==> src/rtl/alu_control_seq_if.sv <==
// Request/response bundle between main control, the ALU control sequencer and the ALU/MulDiv side.
interface alu_control_seq_if #(
  parameter int OP_W = 5
);
  logic            flush_i;
  logic            valid_i;
  logic [6:0]      funct7_i;
  logic [2:0]      ALU_Op_i;
  logic [2:0]      funct3_i;
  logic            ready_o;
  logic            op_valid_o;
  logic [OP_W-1:0] ALU_Operation_o;
  logic            illegal_o;
  logic            mc_start_o;
  logic            mc_busy_o;

  modport master (
    output flush_i, valid_i, funct7_i, ALU_Op_i, funct3_i,
    input  ready_o, op_valid_o, ALU_Operation_o, illegal_o, mc_start_o, mc_busy_o
  );

  modport slave (
    input  flush_i, valid_i, funct7_i, ALU_Op_i, funct3_i,
    output ready_o, op_valid_o, ALU_Operation_o, illegal_o, mc_start_o, mc_busy_o
  );
endinterface

==> src/rtl/alu_control_seq.sv <==
// Registered ALU control: decodes {funct7, ALU_Op, funct3} into an op code, flags illegal
// encodings and sequences iterative MUL/DIV/REM ops through an IDLE/MC_RUN handshake.
module alu_control_seq #(
  parameter int OP_W       = 5,
  parameter int MUL_CYCLES = 4,
  parameter int DIV_CYCLES = 33,
  parameter int CNT_W      = 6
) (
  input logic               clk,
  input logic               reset,
  alu_control_seq_if.slave  bus
);

  typedef enum logic [0:0] {
    IDLE   = 1'b0,
    MC_RUN = 1'b1
  } state_t;

  typedef struct packed {
    logic       illegal;
    logic       multi;
    logic [4:0] code;
  } dec_t;

  localparam logic [4:0] OP_ADD  = 5'd0;
  localparam logic [4:0] OP_SUB  = 5'd1;
  localparam logic [4:0] OP_AND  = 5'd2;
  localparam logic [4:0] OP_OR   = 5'd3;
  localparam logic [4:0] OP_XOR  = 5'd4;
  localparam logic [4:0] OP_SLL  = 5'd6;
  localparam logic [4:0] OP_SRL  = 5'd7;
  localparam logic [4:0] OP_SRA  = 5'd8;
  localparam logic [4:0] OP_LUI  = 5'd9;
  localparam logic [4:0] OP_SLT  = 5'd10;
  localparam logic [4:0] OP_SLTU = 5'd11;
  localparam logic [4:0] OP_MUL  = 5'd16;

  localparam logic [6:0] F7_BASE = 7'b0000000;
  localparam logic [6:0] F7_ALT  = 7'b0100000;
  localparam logic [6:0] F7_MULD = 7'b0000001;

  // Busy length minus one: the counter reaches zero on the last busy edge.
  localparam logic [CNT_W-1:0] MUL_LOAD = CNT_W'(MUL_CYCLES - 1);
  localparam logic [CNT_W-1:0] DIV_LOAD = CNT_W'(DIV_CYCLES - 1);
  localparam logic [CNT_W-1:0] CNT_ONE  = CNT_W'(1);
  localparam logic [CNT_W-1:0] CNT_ZERO = CNT_W'(0);

  localparam dec_t DEC_ILLEGAL = '{illegal: 1'b1, multi: 1'b0, code: 5'd0};

  function automatic dec_t single(input logic [4:0] code);
    dec_t d;
    d.illegal = 1'b0;
    d.multi   = 1'b0;
    d.code    = code;
    return d;
  endfunction

  function automatic logic [4:0] base_op(input logic [2:0] f3);
    logic [4:0] code;
    case (f3)
      3'b000:  code = OP_ADD;
      3'b001:  code = OP_SLL;
      3'b010:  code = OP_SLT;
      3'b011:  code = OP_SLTU;
      3'b100:  code = OP_XOR;
      3'b101:  code = OP_SRL;
      3'b110:  code = OP_OR;
      3'b111:  code = OP_AND;
      default: code = OP_ADD;
    endcase
    return code;
  endfunction

  function automatic dec_t decode_r(input logic [6:0] f7, input logic [2:0] f3);
    dec_t d;
    case (f7)
      F7_BASE: d = single(base_op(f3));
      F7_ALT: begin
        if (f3 == 3'b000) begin
          d = single(OP_SUB);
        end else if (f3 == 3'b101) begin
          d = single(OP_SRA);
        end else begin
          d = DEC_ILLEGAL;
        end
      end
      F7_MULD: begin
        d.illegal = 1'b0;
        d.multi   = 1'b1;
        d.code    = OP_MUL + {2'b00, f3};
      end
      default: d = DEC_ILLEGAL;
    endcase
    return d;
  endfunction

  // Immediate forms ignore funct7 except where it selects the shift flavour.
  function automatic dec_t decode_i(input logic [6:0] f7, input logic [2:0] f3);
    dec_t d;
    case (f3)
      3'b001: begin
        if (f7 == F7_BASE) begin
          d = single(OP_SLL);
        end else begin
          d = DEC_ILLEGAL;
        end
      end
      3'b101: begin
        if (f7 == F7_BASE) begin
          d = single(OP_SRL);
        end else if (f7 == F7_ALT) begin
          d = single(OP_SRA);
        end else begin
          d = DEC_ILLEGAL;
        end
      end
      default: d = single(base_op(f3));
    endcase
    return d;
  endfunction

  function automatic dec_t decode_b(input logic [2:0] f3);
    dec_t d;
    case (f3)
      3'b000, 3'b001: d = single(OP_SUB);
      3'b100, 3'b101: d = single(OP_SLT);
      3'b110, 3'b111: d = single(OP_SLTU);
      default:        d = DEC_ILLEGAL;
    endcase
    return d;
  endfunction

  function automatic dec_t decode(input logic [6:0] f7, input logic [2:0] op, input logic [2:0] f3);
    dec_t d;
    case (op)
      3'b000:  d = decode_r(f7, f3);
      3'b001:  d = decode_b(f3);
      3'b010:  d = single(OP_LUI);
      3'b011:  d = decode_i(f7, f3);
      3'b100:  d = single(OP_ADD);
      default: d = DEC_ILLEGAL;
    endcase
    return d;
  endfunction

  state_t           state_r;
  logic [CNT_W-1:0] cnt_r;
  dec_t             dec_s;
  logic [CNT_W-1:0] load_s;
  logic             accept_s;

  // Decode the presented request and pick the busy length (codes 20..23 are DIV/REM).
  always_comb begin
    dec_s  = decode(bus.funct7_i, bus.ALU_Op_i, bus.funct3_i);
    load_s = MUL_LOAD;
    if (dec_s.code[2]) begin
      load_s = DIV_LOAD;
    end else begin
      load_s = MUL_LOAD;
    end
  end

  assign bus.ready_o = (state_r == IDLE) && !reset;
  assign accept_s    = bus.valid_i && (state_r == IDLE);

  // Sequencer: reset > flush > completion > accept; pulses default low every cycle.
  always_ff @(posedge clk) begin
    if (reset) begin
      state_r             <= IDLE;
      cnt_r               <= CNT_ZERO;
      bus.op_valid_o      <= 1'b0;
      bus.ALU_Operation_o <= '0;
      bus.illegal_o       <= 1'b0;
      bus.mc_start_o      <= 1'b0;
      bus.mc_busy_o       <= 1'b0;
    end else begin
      bus.op_valid_o <= 1'b0;
      bus.mc_start_o <= 1'b0;
      case (state_r)
        IDLE: begin
          if (bus.flush_i) begin
            state_r <= IDLE;
          end else if (accept_s) begin
            bus.ALU_Operation_o <= OP_W'(dec_s.code);
            bus.illegal_o       <= dec_s.illegal;
            if (dec_s.multi) begin
              state_r        <= MC_RUN;
              cnt_r          <= load_s;
              bus.mc_start_o <= 1'b1;
              bus.mc_busy_o  <= 1'b1;
            end else begin
              bus.op_valid_o <= 1'b1;
            end
          end else begin
            state_r <= IDLE;
          end
        end
        MC_RUN: begin
          if (bus.flush_i) begin
            state_r       <= IDLE;
            cnt_r         <= CNT_ZERO;
            bus.mc_busy_o <= 1'b0;
          end else if (cnt_r == CNT_ZERO) begin
            state_r        <= IDLE;
            bus.mc_busy_o  <= 1'b0;
            bus.op_valid_o <= 1'b1;
          end else begin
            cnt_r <= cnt_r - CNT_ONE;
          end
        end
        default: begin
          state_r       <= IDLE;
          cnt_r         <= CNT_ZERO;
          bus.mc_busy_o <= 1'b0;
        end
      endcase
    end
  end

endmodule

==> src/flat_wrapper.sv <==
// flat-port wrapper written by rule: the top's interface ports become plain ports
module alu_control_seq_flat 
#(
  parameter int OP_W       = 5,
  parameter int MUL_CYCLES = 4,
  parameter int DIV_CYCLES = 33,
  parameter int CNT_W      = 6
)
  (clk, reset, bus_flush_i, bus_valid_i, bus_funct7_i, bus_ALU_Op_i, bus_funct3_i, bus_ready_o, bus_op_valid_o, bus_ALU_Operation_o, bus_illegal_o, bus_mc_start_o, bus_mc_busy_o);
  alu_control_seq_if #(.OP_W(OP_W)) bus_i ();
  input logic clk;
  input logic reset;
  input wire logic [$bits(bus_i.flush_i)-1:0] bus_flush_i;
  input wire logic [$bits(bus_i.valid_i)-1:0] bus_valid_i;
  input wire logic [$bits(bus_i.funct7_i)-1:0] bus_funct7_i;
  input wire logic [$bits(bus_i.ALU_Op_i)-1:0] bus_ALU_Op_i;
  input wire logic [$bits(bus_i.funct3_i)-1:0] bus_funct3_i;
  output wire logic [$bits(bus_i.ready_o)-1:0] bus_ready_o;
  output wire logic [$bits(bus_i.op_valid_o)-1:0] bus_op_valid_o;
  output wire logic [$bits(bus_i.ALU_Operation_o)-1:0] bus_ALU_Operation_o;
  output wire logic [$bits(bus_i.illegal_o)-1:0] bus_illegal_o;
  output wire logic [$bits(bus_i.mc_start_o)-1:0] bus_mc_start_o;
  output wire logic [$bits(bus_i.mc_busy_o)-1:0] bus_mc_busy_o;
  assign bus_i.flush_i = bus_flush_i;
  assign bus_i.valid_i = bus_valid_i;
  assign bus_i.funct7_i = bus_funct7_i;
  assign bus_i.ALU_Op_i = bus_ALU_Op_i;
  assign bus_i.funct3_i = bus_funct3_i;
  assign bus_ready_o = bus_i.ready_o;
  assign bus_op_valid_o = bus_i.op_valid_o;
  assign bus_ALU_Operation_o = bus_i.ALU_Operation_o;
  assign bus_illegal_o = bus_i.illegal_o;
  assign bus_mc_start_o = bus_i.mc_start_o;
  assign bus_mc_busy_o = bus_i.mc_busy_o;
  alu_control_seq #(.OP_W(OP_W), .MUL_CYCLES(MUL_CYCLES), .DIV_CYCLES(DIV_CYCLES), .CNT_W(CNT_W)) u_core (.clk(clk), .reset(reset), .bus(bus_i));
endmodule
==> config.mk <==
export PLATFORM = sky130hd
export DESIGN_NAME = alu_control_seq_flat
export DESIGN_NICKNAME = d
export VERILOG_FILES = /design/src/rtl/alu_control_seq_if.sv /design/src/rtl/alu_control_seq.sv /design/src/flat_wrapper.sv
export SDC_FILE = /design/constraint.sdc
export NUM_CORES = 1
export LEC_CHECK = 0
export ABC_AREA = 1
export CORE_MARGIN = 3
export CORE_UTILIZATION = 25
export CTS_CLUSTER_DIAMETER = 60
export DETAILED_ROUTE_END_ITERATION = 12
export GPL_TIMING_DRIVEN = 0
export PLACE_DENSITY_LB_ADDON = 0.2
export SETUP_SLACK_MARGIN = 0.5
export SLEW_MARGIN = 10
export SYNTH_ARGS = -nofsm -noshare
export SYNTH_HDL_FRONTEND = slang
export SYNTH_SLANG_ARGS = --single-unit
export TNS_END_PERCENT = 5
==> constraint.sdc <==
create_clock -name clk -period 1.4 [get_ports clk]
set_clock_uncertainty 0.1 [all_clocks]
set_input_delay 0.35 -clock clk [delete_from_list [all_inputs] [get_ports clk]]
set_output_delay 0.35 -clock clk [all_outputs]
set_load 0.02 [all_outputs]
**Run 1: gate families picked out**

Drawn at 4 px/µm.
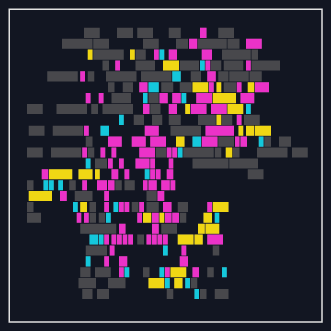
legend:
  cyan:
    family: inverters
    cells: 31
  yellow:
    family: NOR gates
    cells: 31
  magenta:
    family: NAND gates
    cells: 94

**Run 1: zoomed window**

Region (26, 11) to (51, 36) µm. Cells in gray, sequential cells in the stronger gray; small squares are vias.
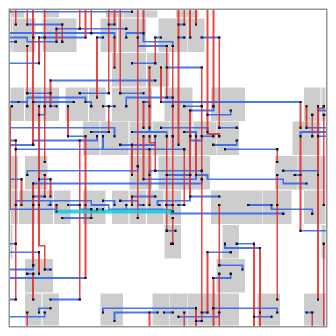
legend:
  red:
    layer: met2
  blue:
    layer: met1
  cyan:
    layer: met3
most frequent: nand2_1 (17), nand3_1 (7), nand2_2 (4)
cells with their middle in the window: 52
sequential cells in the window: 0

**Run 1: pin placement**

Drawn at 6 px/µm. Pins as bars across the die edge, other pins in gray.
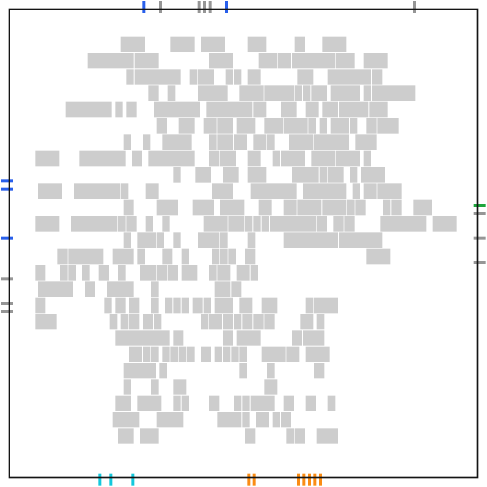
legend:
  green:
    port: `bus_flush_i`
    pins: 1
    direction: input
    edge: east
  cyan:
    port: `bus_funct3_i`
    pins: 3
    direction: input
    edge: south
  blue:
    port: `bus_ALU_Operation_o`
    pins: 5
    direction: output
    edge: 3 west, 2 north
  orange:
    port: `bus_funct7_i`
    pins: 7
    direction: input
    edge: south
height of the die: 77.8 µm
Port Buf Inserts: 26
Die X: 77.8 µm

-- run 1: cell usage after synthesis --
| library cell | n |
|---|---|
| nand2_1 | 63 |
| inv_1 | 30 |
| nand3_1 | 20 |
| a21oi_1 | 17 |
| nor2_1 | 17 |
| dfxtp_1 | 16 |
| ha_1 | 7 |
| nor3_1 | 6 |
| o21ai_0 | 6 |
| nand2_2 | 3 |
| nand2_4 | 2 |
| nand3b_1 | 2 |
| nand4_1 | 2 |
| nor2_2 | 2 |
| nor2_4 | 2 |
| nor3_4 | 2 |
| xor2_1 | 2 |
| a21oi_2 | 1 |
| clkbuf_1 | 1 |
| inv_2 | 1 |
| nand3_2 | 1 |
| nor3_2 | 1 |
| nor4_1 | 1 |
| o211ai_1 | 1 |
| o21a_1 | 1 |
| o21ai_1 | 1 |
| or2_1 | 1 |
==> results.py, run 1 <==
# Flow results
metrics = {
    "outcome": {
        "status": "complete, but fails checks",
        "violations": "negative setup slack",
    },
    "worst_setup_path": {
        "arrival_ns": 1.57,
        "r2r_end": "u_core.cnt_r[3]",
        "r2r-start": "u_core.cnt_r[2]",
        "crit_fanout": 5,
        "crit_family": "simple AND/OR/NAND/NOR gates",
        "crit_path_end": "u_core.cnt_r[3]",
        "cp_cell_sequence": "nor2_1, nand2_1, xor2_1, nor3_1, nand3_2, a21oi_1",
        "crit_path_end_kind": "register",
        "critPathLaunch": "u_core.cnt_r[2]",
        "worst-path-stages": 6,
        "crit_type": "register to register",
        "crit_required_ns": 1.49,
        "worstSetupStartpointType": "register",
        "critical-path-max-stage-delay_ns": 0.37,
        "critical-path-slowest-cell": "dfxtp_1",
        "r2r_cells": 6,
        "cp.buffers_inverters": 0,
        "rrSetupSlack_ns": -0.08,
    },
    "final_timing": {
        "worst_slew_pin_slew_ns": 0.280,
        "finalSetupTns_ns": -0.217,
        "hold-worst-slack_ns": 0.165,
        "fin_crit_ns": 1.48,
        "slew_violations": 0,
        "rsz0062_at_grt": "yes",
        "setup_viol": 7,
        "clock.fmax_mhz": 674,
        "finalHoldViolCount": 0,
        "fin_ws_ns": -0.0837,
        "period_used_share": 1.06,
    },
    "synthesis": {
        "yosys-stat-cells": 209,
        "ys_sh_aoi": 0.112,
        "area_leaders": "dfxtp_1 25%, nand2_1 18%, inv_1 8.7%",
        "ys_sh_xor": 0.0136,
        "yosysChipArea_mm2": 0.00129,
        "syn_avg_cell_area_um2": 6.17,
        "synth_warnings": 0,
        "synthesis.nets": 233,
        "top_area_frac": 0.249,
        "mux_area_frac": 0,
        "synthAdderAreaFrac": 0.0680,
        "simple_gate_share": 0.465,
        "synth_cell_types": 27,
        "ys.flops": 16,
        "synthCells": 209,
        "ys_top_logic_family": "simple AND/OR/NAND/NOR gates",
        "synth.cell_area_mm2": 0.00129,
        "top_area_cell": "dfxtp_1",
    },
    "die": {
        "chipArea_mm2": 0.00605,
        "fp_util": 0.266,
        "core_area_mm2": 0.00485,
        "pin_count": 27,
        "row_count": 25,
        "taps": 67,
    },
    "min_path": {
        "hp-start": "reset",
        "min_to": "u_core.state_r",
        "whs_path_depth": 2,
        "min_path_type": "input port to register",
    },
    "power": {
        "maxPowerGroup": "registers",
        "p_leak_nw": 0.930,
        "ir_worst_vdd_v": 0.000420,
        "intPower_mw": 0.811,
        "p_per_area_mw_per_mm2": 550,
        "combPwrFrac": 0.217,
        "clkPwrFrac": 0.367,
        "powerComb_mw": 0.245,
        "clk-power_mw": 0.413,
        "p_seq_mw": 0.469,
        "total_power_mw": 1.13,
        "p_seq_frac": 0.416,
        "power.switching_mw": 0.316,
        "switching_share": 0.280,
    },
    "drt": {
        "met1Wirelength_mm": 1.69,
        "ant_nets": 0,
        "met3_length_um": 133,
        "wl_met2_mm": 1.88,
        "route.detailed.drc": 0,
        "routed_via_density": 4.49,
        "drt-total-wl_mm": 3.71,
        "drt_iter0_drc": 36,
        "drt_first_pass_iters": 5,
        "avgRoutedWirePerCell_um": 11.5,
        "num_vias": 1447,
    },
    "clocking": {
        "tritoncts": "yes",
        "cts.sinks": 16,
        "clk-insertion-delay-late_ns": 0.25,
        "cts.htree.levels": 1,
        "cts.clk_slew.worst_paths_ns": 0.07,
        "cts_max_path_buffers": 2,
        "ctsResizeCount": 150,
        "cts_buffers": 3,
        "cts_root_buf": "clkbuf_8",
        "ctsHoldBuffers": 0,
    },
    "finish": {
        "flops": 16,
        "drive_gt1_frac": 0.478,
        "logic_area_mm2": 0.00108,
        "layout_top_cells": "50 x nand2_1, 19 x inv_1, 15 x nand3_1",
        "final_cells": 322,
        "buffers": 42,
        "antenna_cells": 0,
        "clkCellAreaFrac": 0.0269,
        "buf_share": 0.177,
        "syn_to_final_growth_pct": 58.8,
        "largest_reg_flops": 6,
        "inverters": 31,
        "nets": 280,
        "sh_seq_area": 0.164,
        "largest_cell_class": "combinational gates",
        "layout_top_cell": "nand2_1",
        "logic_gates": 162,
        "final_util": 0.422,
        "largest-register": "u_core.cnt_r",
        "top_regs": "u_core.cnt_r (6), u_core.bus.ALU_Operation_o (5)",
        "comb_share": 0.528,
        "flop_area_um2": 335,
        "clockBufferCount": 4,
    },
    "placement": {
        "globalplace.congestion": 0.784,
        "dpl-instance-area_mm2": 0.00166,
        "dp.cells": 302,
        "pre_cts_slack_ns": -1.06,
        "dp_hpwl_mm": 2.54,
    },
    "global_route": {
        "grt-busiest-layer": "met2",
        "grtUsageMet1": 0.147,
        "met3_usage": 0.0255,
        "grt_pass1_wl_mm": 5.97,
        "use_met2": 0.210,
        "antenna_found_initial": 0,
        "grt_max_degree": 10,
        "grt_pass1_vias": 1359,
    },
    "job": {
        "max_cap_violations": 0,
        "tool_warnings": 34,
    },
}
**Run 1: sequential cells grouped by signal name**

Drawn at 4 px/µm.
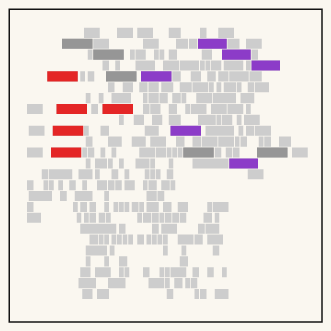

==> run 1 -> run 2 <==
==> constraint.sdc (replaced) <==
create_clock -name clk -period 1.5 [get_ports clk]
set_clock_uncertainty 0.1 [all_clocks]
set_input_delay 0.375 -clock clk [delete_from_list [all_inputs] [get_ports clk]]
set_output_delay 0.375 -clock clk [all_outputs]
set_load 0.02 [all_outputs]
**Run 2: sequential cells grouped by signal name**

Drawn at 4 px/µm.
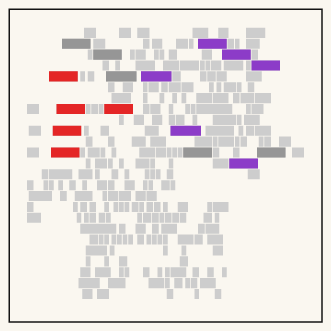
legend:
  red:
    netlist_name: `u_core.bus.ALU_Operation_o`
    sequential_cells: 5
  purple:
    netlist_name: `u_core.cnt_r`
    sequential_cells: 6

==> results.py, run 2 <==
# Flow results
metrics = {
    "finish": {
        "layout_top_cells": "59 x nand2_1, 19 x inv_1, 16 x nand3_1, 16 x buf_4",
        "flop_area_um2": 324,
        "largest-register": "u_core.cnt_r",
        "buffers": 44,
        "nFillCells": 529,
        "layout_top_cell": "nand2_1",
        "nets": 282,
        "largest_cell_class": "combinational gates",
        "final_area_mm2": 0.00198,
        "buf_share": 0.178,
        "logic_area_mm2": 0.00104,
        "sh_seq_area": 0.164,
        "clkCellAreaFrac": 0.0278,
        "top_regs": "u_core.cnt_r (6), u_core.bus.ALU_Operation_o (5)",
        "final_util": 0.409,
        "antenna_cells": 0,
        "logic_gates": 162,
        "flops": 16,
        "inverters": 31,
        "syn_to_final_growth_pct": 53.7,
        "clockBufferCount": 4,
        "largest_reg_flops": 6,
        "drive_gt1_frac": 0.374,
    },
    "final_timing": {
        "slew_violations": 0,
        "setup_viol": 0,
        "finalHoldViolCount": 0,
        "fin_crit_ns": 1.47,
        "slew_headroom": 0.814,
        "rsz0062_at_grt": "yes",
        "hold-worst-slack_ns": 0.246,
        "worst_slew_pin_slew_ns": 0.278,
        "clock.fmax_mhz": 679,
        "period_used_share": 0.982,
    },
    "synthesis": {
        "synth_cell_types": 27,
        "simple_gate_share": 0.465,
        "ys_sh_aoi": 0.112,
        "synthAdderAreaFrac": 0.0680,
        "synth.cell_area_mm2": 0.00129,
        "mux_area_frac": 0,
        "syn_avg_cell_area_um2": 6.17,
        "ys_top_logic_family": "simple AND/OR/NAND/NOR gates",
        "edf_count": 0,
        "yosysChipArea_mm2": 0.00129,
        "async_flop_share": 0,
        "top_area_cell": "dfxtp_1",
        "synthCells": 209,
        "ys_seq_frac": 0.249,
        "yosysMostFrequentCell": "nand2_1",
        "yosys-stat-cells": 209,
        "area_leaders": "dfxtp_1 25%, nand2_1 18%, inv_1 8.7%",
        "top_area_frac": 0.249,
        "synthesis.nets": 233,
        "flop_cell": "dfxtp_1",
        "top_cells_by_count": "63 x nand2_1, 30 x inv_1, 20 x nand3_1",
        "ys_sh_xor": 0.0136,
        "ys.flops": 16,
        "synth_warnings": 0,
    },
    "job": {
        "max_cap_violations": 0,
        "tool_warnings": 34,
    },
    "power": {
        "clkPwrFrac": 0.370,
        "p_leak_nw": 0.948,
        "clk-power_mw": 0.388,
        "power.switching_mw": 0.295,
        "powerComb_mw": 0.226,
        "total_power_mw": 1.05,
        "intPower_mw": 0.754,
        "combPwrFrac": 0.215,
        "p_per_area_mw_per_mm2": 530,
        "ir_worst_vdd_v": 0.000328,
        "p_seq_frac": 0.415,
        "p_seq_mw": 0.435,
        "switching_share": 0.282,
        "maxPowerGroup": "registers",
    },
    "outcome": {
        "status": "completed",
    },
    "clocking": {
        "cts_buffers": 3,
        "post-cts-setup-buffer-count": 10,
        "tritoncts": "yes",
        "ctsResizeCount": 76,
        "cts.sinks": 16,
        "clk-insertion-delay-late_ns": 0.25,
        "ctsHoldBuffers": 0,
        "cts_root_buf": "clkbuf_8",
        "cts.clk_slew.worst_paths_ns": 0.07,
        "cts.htree.levels": 1,
        "cts_max_path_buffers": 2,
    },
    "worst_setup_path": {
        "r2r_cells": 8,
        "crit_path_end": "u_core.bus.mc_busy_o",
        "cp_cell_sequence": "nor2_4, nand2_4, nor3_4, buf_4, or2_4, nand2_1, nand2_1, a21oi_1",
        "path_common_cell": "nand2_1",
        "crit_path_end_kind": "register",
        "crit_required_ns": 1.54,
        "cp.buffers_inverters": 1,
        "critical-path-max-stage-delay_ns": 0.37,
        "r2r_end": "u_core.bus.mc_busy_o",
        "worstSetupStartpointType": "register",
        "critical-path-slowest-cell": "dfxtp_1",
        "r2r-start": "u_core.cnt_r[2]",
        "critPathLaunch": "u_core.cnt_r[2]",
        "worst-path-stages": 8,
        "arrival_ns": 1.51,
        "crit_fanout": 5,
        "crit_family": "simple AND/OR/NAND/NOR gates",
        "crit_type": "register to register",
        "rrSetupSlack_ns": 0.03,
    },
    "die": {
        "core_area_mm2": 0.00485,
        "row_count": 25,
        "fp_util": 0.266,
        "pin_count": 27,
        "chipArea_mm2": 0.00605,
        "taps": 67,
        "die_y_um": 77.8,
        "chipWidth_um": 77.8,
    },
    "min_path": {
        "min_path_type": "input port to register",
        "min_to": "u_core.state_r",
        "whs_path_depth": 2,
        "hp-start": "reset",
    },
    "drt": {
        "drt-total-wl_mm": 3.66,
        "routed_via_density": 4.49,
        "route.detailed.drc": 0,
        "num_vias": 1454,
        "drt_iter0_drc": 50,
        "drt_first_pass_iters": 4,
        "avgRoutedWirePerCell_um": 11.3,
        "ant_nets": 0,
    },
    "placement": {
        "dp.cells": 302,
        "dp_hpwl_mm": 2.54,
        "port_buffers": 26,
        "dpl-instance-area_mm2": 0.00166,
        "globalplace.congestion": 0.784,
    },
    "global_route": {
        "grt.overflow.total": 0,
        "grt_pass1_vias": 1361,
        "antenna_found_initial": 0,
        "grt_pass1_wl_mm": 5.92,
        "grt_max_degree": 10,
    },
}
**Run 2: gate families picked out**

Drawn at 4 px/µm.
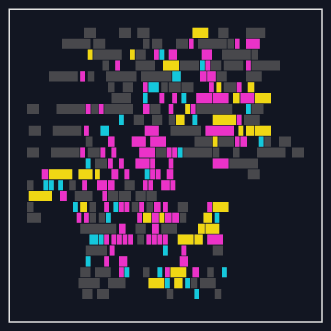
legend:
  magenta:
    family: NAND gates
    cells: 94
  yellow:
    family: NOR gates
    cells: 31
  cyan:
    family: inverters
    cells: 31
Final Non-Filler Cells: 324
Comb area share: 0.524

## run 2: cell counts after synthesis
Identical to the previous run, type by type.
## run 2: cells by family after synthesis
kind of cell,after synthesis
adder cells (fa/ha/maj),7
buffers and inverters,32
AND-OR/OR-AND,27
XOR/XNOR,2
flip-flops,16
AND/OR/NAND/NOR,125
## run 2: per-stage QoR
stage | setup WS [ns] | TNS (ns)
3_5_place_dp | -1.01 | -10.77
2_1_floorplan | 0.106 | 0
6_report | 0.0267 | 0
3_3_place_gp | -1.02 | -10.90
4_1_cts | 0.0678 | 0
5_1_grt | -0.0376 | -0.150
## run 2: routing by layer
layer	vias to the layer above	GRT usage	part of all wire
li1	769	-	-
met4	0	0.0107	0.0088
met2	32	0.209	0.50
met1	649	0.147	0.46
met3	4	0.0244	0.040
met5	-	0	0
Power and IR drop assume default switching activity.
